### M2 wires

(2 px per micron) Cells faint in the background.
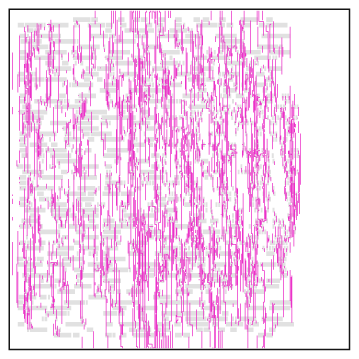
### Clock wiring as the flow saved it

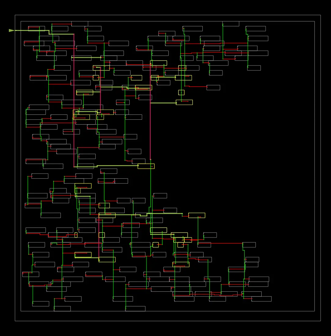
### Routed metal, one colour a layer

(3 px per micron) Only two layers are drawn.
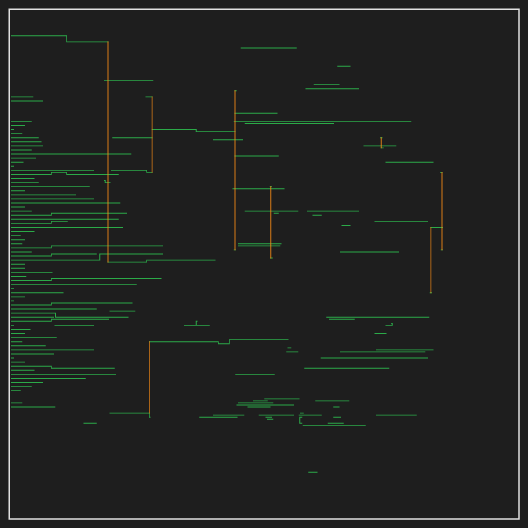
### Wires at chosen ports, followed through buffers

(2 px per micron)
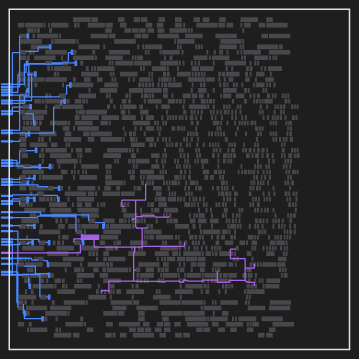
File: src/rtl/base_divider.sv
// Sequential unsigned restoring divider: one quotient bit per clock behind a start/busy/done handshake.
// Optional BASE_DIVIDER_ZERO_SHORTCUT_EN finishes a zero-divisor request one cycle after acceptance.
module base_divider #(
    parameter int WIDTH = 32
) (
    input  logic             clk,
    input  logic             rst,
    input  logic             start,
    input  logic [WIDTH-1:0] dividend,
    input  logic [WIDTH-1:0] divisor,
    output logic             busy,
    output logic             done,
    output logic [WIDTH-1:0] quotient,
    output logic [WIDTH-1:0] remainder,
    output logic             div_by_zero
);

    localparam int CNT_W = $clog2(WIDTH);

    typedef enum logic {IDLE, RUN} state_t;

    state_t           state, state_nxt;
    logic [CNT_W-1:0] cnt;
    logic [WIDTH-1:0] sr, prem, dsr;
    logic [WIDTH-1:0] sr_nxt, prem_nxt, res_q, res_r;
    logic             accept, step, last;
`ifdef BASE_DIVIDER_ZERO_SHORTCUT_EN
    logic             dz;
`endif

    // One restoring iteration; returns {next partial remainder, next shift register}.
    function automatic logic [2*WIDTH-1:0] trial_step(input logic [WIDTH-1:0] p,
                                                      input logic [WIDTH-1:0] s,
                                                      input logic [WIDTH-1:0] d);
        logic [WIDTH:0] sh;
        logic [WIDTH:0] diff;
        logic           qbit;
        sh   = {p, s[WIDTH-1]};
        diff = sh - {1'b0, d};
        qbit = ~diff[WIDTH];
        return {(qbit ? diff[WIDTH-1:0] : sh[WIDTH-1:0]), s[WIDTH-2:0], qbit};
    endfunction

    always_ff @(posedge clk or posedge rst) begin
        if (rst) state <= IDLE;
        else     state <= state_nxt;
    end

    always_comb begin
        state_nxt = state;
        case (state)
            IDLE:    if (start) state_nxt = RUN;
            RUN:     if (last)  state_nxt = IDLE;
            default: state_nxt = IDLE;
        endcase
    end

    always_comb begin
        accept             = (state == IDLE) && start;
        step               = (state == RUN);
        {prem_nxt, sr_nxt} = trial_step(prem, sr, dsr);
        res_q              = sr_nxt;
        res_r              = prem_nxt;
`ifdef BASE_DIVIDER_ZERO_SHORTCUT_EN
        last = step && ((cnt == CNT_W'(WIDTH - 1)) || dz);
        if (dz) begin
            res_q = '1;
            res_r = sr;
        end
`else
        last = step && (cnt == CNT_W'(WIDTH - 1));
`endif
    end

    assign busy = (state == RUN);

    // Control and result registers; an aborted operation never reaches done.
    always_ff @(posedge clk or posedge rst) begin
        if (rst) begin
            cnt         <= '0;
            done        <= 1'b0;
            quotient    <= '0;
            remainder   <= '0;
            div_by_zero <= 1'b0;
`ifdef BASE_DIVIDER_ZERO_SHORTCUT_EN
            dz          <= 1'b0;
`endif
        end else begin
            done <= last;
            if (accept) begin
                cnt <= '0;
`ifdef BASE_DIVIDER_ZERO_SHORTCUT_EN
                dz  <= (divisor == '0);
`endif
            end else if (step) begin
                cnt <= cnt + 1'b1;
            end
            if (last) begin
                quotient    <= res_q;
                remainder   <= res_r;
                div_by_zero <= (dsr == '0);
            end
        end
    end

    // Datapath working registers are only meaningful inside RUN.
    always_ff @(posedge clk) begin
        if (accept) begin
            dsr  <= divisor;
            sr   <= dividend;
            prem <= '0;
        end else if (step) begin
            sr   <= sr_nxt;
            prem <= prem_nxt;
        end
    end

endmodule

File: config.mk
export PLATFORM = sky130hd
export DESIGN_NAME = base_divider
export DESIGN_NICKNAME = d
export VERILOG_FILES = /design/src/rtl/base_divider.sv
export SDC_FILE = /design/constraint.sdc
export NUM_CORES = 1
export LEC_CHECK = 0
export ABC_AREA = 1
export CAP_MARGIN = 20
export CORE_MARGIN = 3
export CORE_UTILIZATION = 35
export DETAILED_ROUTE_END_ITERATION = 8
export PLACE_DENSITY_LB_ADDON = 0.12
export SLEW_MARGIN = 20
export SYNTH_ARGS = -nofsm -noshare
export SYNTH_HDL_FRONTEND = slang
export SYNTH_SLANG_ARGS = --single-unit
File: constraint.sdc
create_clock -name clk -period 3.6 [get_ports clk]
set_clock_uncertainty 0.05 [all_clocks]
set_input_delay 0.72 -clock clk [delete_from_list [all_inputs] [get_ports clk]]
set_output_delay 0.72 -clock clk [all_outputs]
set_load 0.02 [all_outputs]
==> results_tabular.tex <==
% Synthesis and place-and-route results
\begin{tabular}{lr}
\hline
Metric & Value \\
\hline
\multicolumn{2}{l}{\textbf{Job}} \\
Max-cap violation count & 0 \\
\multicolumn{2}{l}{\textbf{Pwr}} \\
Power in the clock group & 1830 uW \\
Part of the total power dissipated in the clock network & 0.172 \\
Power consumed by combinational cells & 5480 uW \\
PnR Total Power & between 10000 and 15000 uW \\
Leading power group & combinational cells \\
Power of the sequential group & around 3300 uW \\
Proportion of power drawn by flip-flops and latches & 0.313 \\
\multicolumn{2}{l}{\textbf{Critical path}} \\
Worst Path Arrival & 3290 ps \\
Cell with the largest stage delay on the worst path & sky130\_fd\_sc\_hd\_\_nand2\_4 \\
Slowest stage delay, CP & between 400 and 500 ps \\
Number of cells on the worst reg-to-reg path & 16 \\
Startpoint of the worst setup timing path & dsr[0] \\
Critical-path maximum fanout & 35 \\
Class of the most critical setup path & flop to flop \\
Worst setup SP type & flop \\
Critical path cell sequence & ha\_1 > fa\_1 > inv\_1 > nand2\_1 > nand2\_1 > nand3\_1 > nand2\_2 > nand2\_1 > nand2\_1 > nand2\_2 > nand2\_2 > nand2\_4 > nand2\_4 > nand2\_1 > nand3\_1 > nand2\_1 \\
Register-to-register setup slack & approximately 580 ps \\
Logic depth of the worst setup path including buffers & 16 \\
\multicolumn{2}{l}{\textbf{Cells and area}} \\
MI comb cells & about 850 \\
Final cell count without fillers & between 1500 and 2000 \\
Commonest cells after routing, fill and taps aside & sky130\_fd\_sc\_hd\_\_nand2\_1 (522), sky130\_fd\_sc\_hd\_\_inv\_1 (208), sky130\_fd\_sc\_hd\_\_clkdlybuf4s50\_1 (133), sky130\_fd\_sc\_hd\_\_nand3\_1 (90), sky130\_fd\_sc\_hd\_\_dfrtp\_1 (72) \\
Buffers excl. clock & about 140 \\
FF+latch area & $\sim$4400 sq um \\
Comb/total area & 0.3466 \\
Sequential cell area share & 0.3762 \\
Inverters, non-clock & $\sim$210 \\
Number of nets at the end of the flow & about 1500 \\
\multicolumn{2}{l}{\textbf{Synthesis}} \\
Mapped Nets & around 1400 \\
Top post-synthesis cells by count & sky130\_fd\_sc\_hd\_\_nand2\_1 (523), sky130\_fd\_sc\_hd\_\_inv\_1 (210), sky130\_fd\_sc\_hd\_\_nand3\_1 (90) \\
Prevailing post-synth register cell & sky130\_fd\_sc\_hd\_\_dfrtp\_1 \\
Most used standard cell by instance count after synthesis & sky130\_fd\_sc\_hd\_\_nand2\_1 \\
Proportion of synthesized area in mux cells & 0 \\
Post-synthesis area per instance & 7.381 sq um \\
Instance count of the mapped netlist & roughly 1300 \\
Cells in synth\_stat.txt & around 1300 \\
Number of synthesized flops with an enable pin & between 60 and 70 \\
Cell types with the largest area share after synthesis & sky130\_fd\_sc\_hd\_\_nand2\_1 (21\%), sky130\_fd\_sc\_hd\_\_edfxtp\_1 (21\%), sky130\_fd\_sc\_hd\_\_dfrtp\_1 (19\%) \\
\multicolumn{2}{l}{\textbf{Route}} \\
Metal1 wirelength & 12060 microns \\
Wire length on met2 & around 12000 microns \\
Post-DR wirelength/cell & roughly 15 microns \\
Number of DRC violations after detailed-routing iteration 0 & between 500 and 600 \\
\multicolumn{2}{l}{\textbf{STA}} \\
Final Worst Setup Slack & between 500 and 600 ps \\
Max-slew headroom & 0.3890 \\
Unrepaired setup endpoints after global routing & false \\
Crit path time final & between 3000 and 4000 ps \\
Final number of max-transition violations & 0 \\
\multicolumn{2}{l}{\textbf{Clock tree}} \\
Buffer count from post-CTS setup fixing & 0 \\
Number of instances resized during post-cts repair & 0 \\
CTS Hold Buffers Added & 0 \\
Clock-pin slew of the registers on the worst-case setup and hold paths & around 70 ps \\
\multicolumn{2}{l}{\textbf{Worst hold path}} \\
Hold path cells & 2 \\
Destination of the worst hold path & prem[21] \\
\multicolumn{2}{l}{\textbf{Floorplanning}} \\
Cell Rows & a little under 60 \\
Pre-placement core utilization & 0.3576 \\
Die y size & 169.4 microns \\
\multicolumn{2}{l}{\textbf{Place}} \\
Buffers on Ports & roughly 130 \\
\# placed instances & around 1700 \\
\multicolumn{2}{l}{\textbf{Global routing}} \\
Vias in the first global route & between 8000 and 9000 \\
Pin count of the biggest net entering global routing & $\sim$92 \\
Most crowded layer after global routing & met2 \\
\multicolumn{2}{l}{\textbf{Status}} \\
Outcome & finished, final reports clean \\
\hline
\end{tabular}
About 'M2 wires':
The wires run mostly vertical. The layer holds 46% of the routed length. The layer carries 12300 microns of wire.
met2 usage in global routing: 0.3045
total number of vias: 8231
Total Wirelength: 26630 microns

About 'Clock wiring as the flow saved it':
total clock buffers created by CTS: 17
clock insertion delay at the later pin of the skew report: 440 ps
flip-flops: 168

About 'Routed metal, one colour a layer':
Key: orange = M4 [wire length 250 microns]; green = M3 [wire length 2060 microns]

About 'Wires at chosen ports, followed through buffers':
Key: purple = busy [bits 1, direction output, edge west, end cells 1, buffers 1, wire 327 microns]; blue = dividend [bits 32, direction input, edge west, end cells 32, buffers 32, wire 750 microns]

Power and IR drop assume default switching activity.
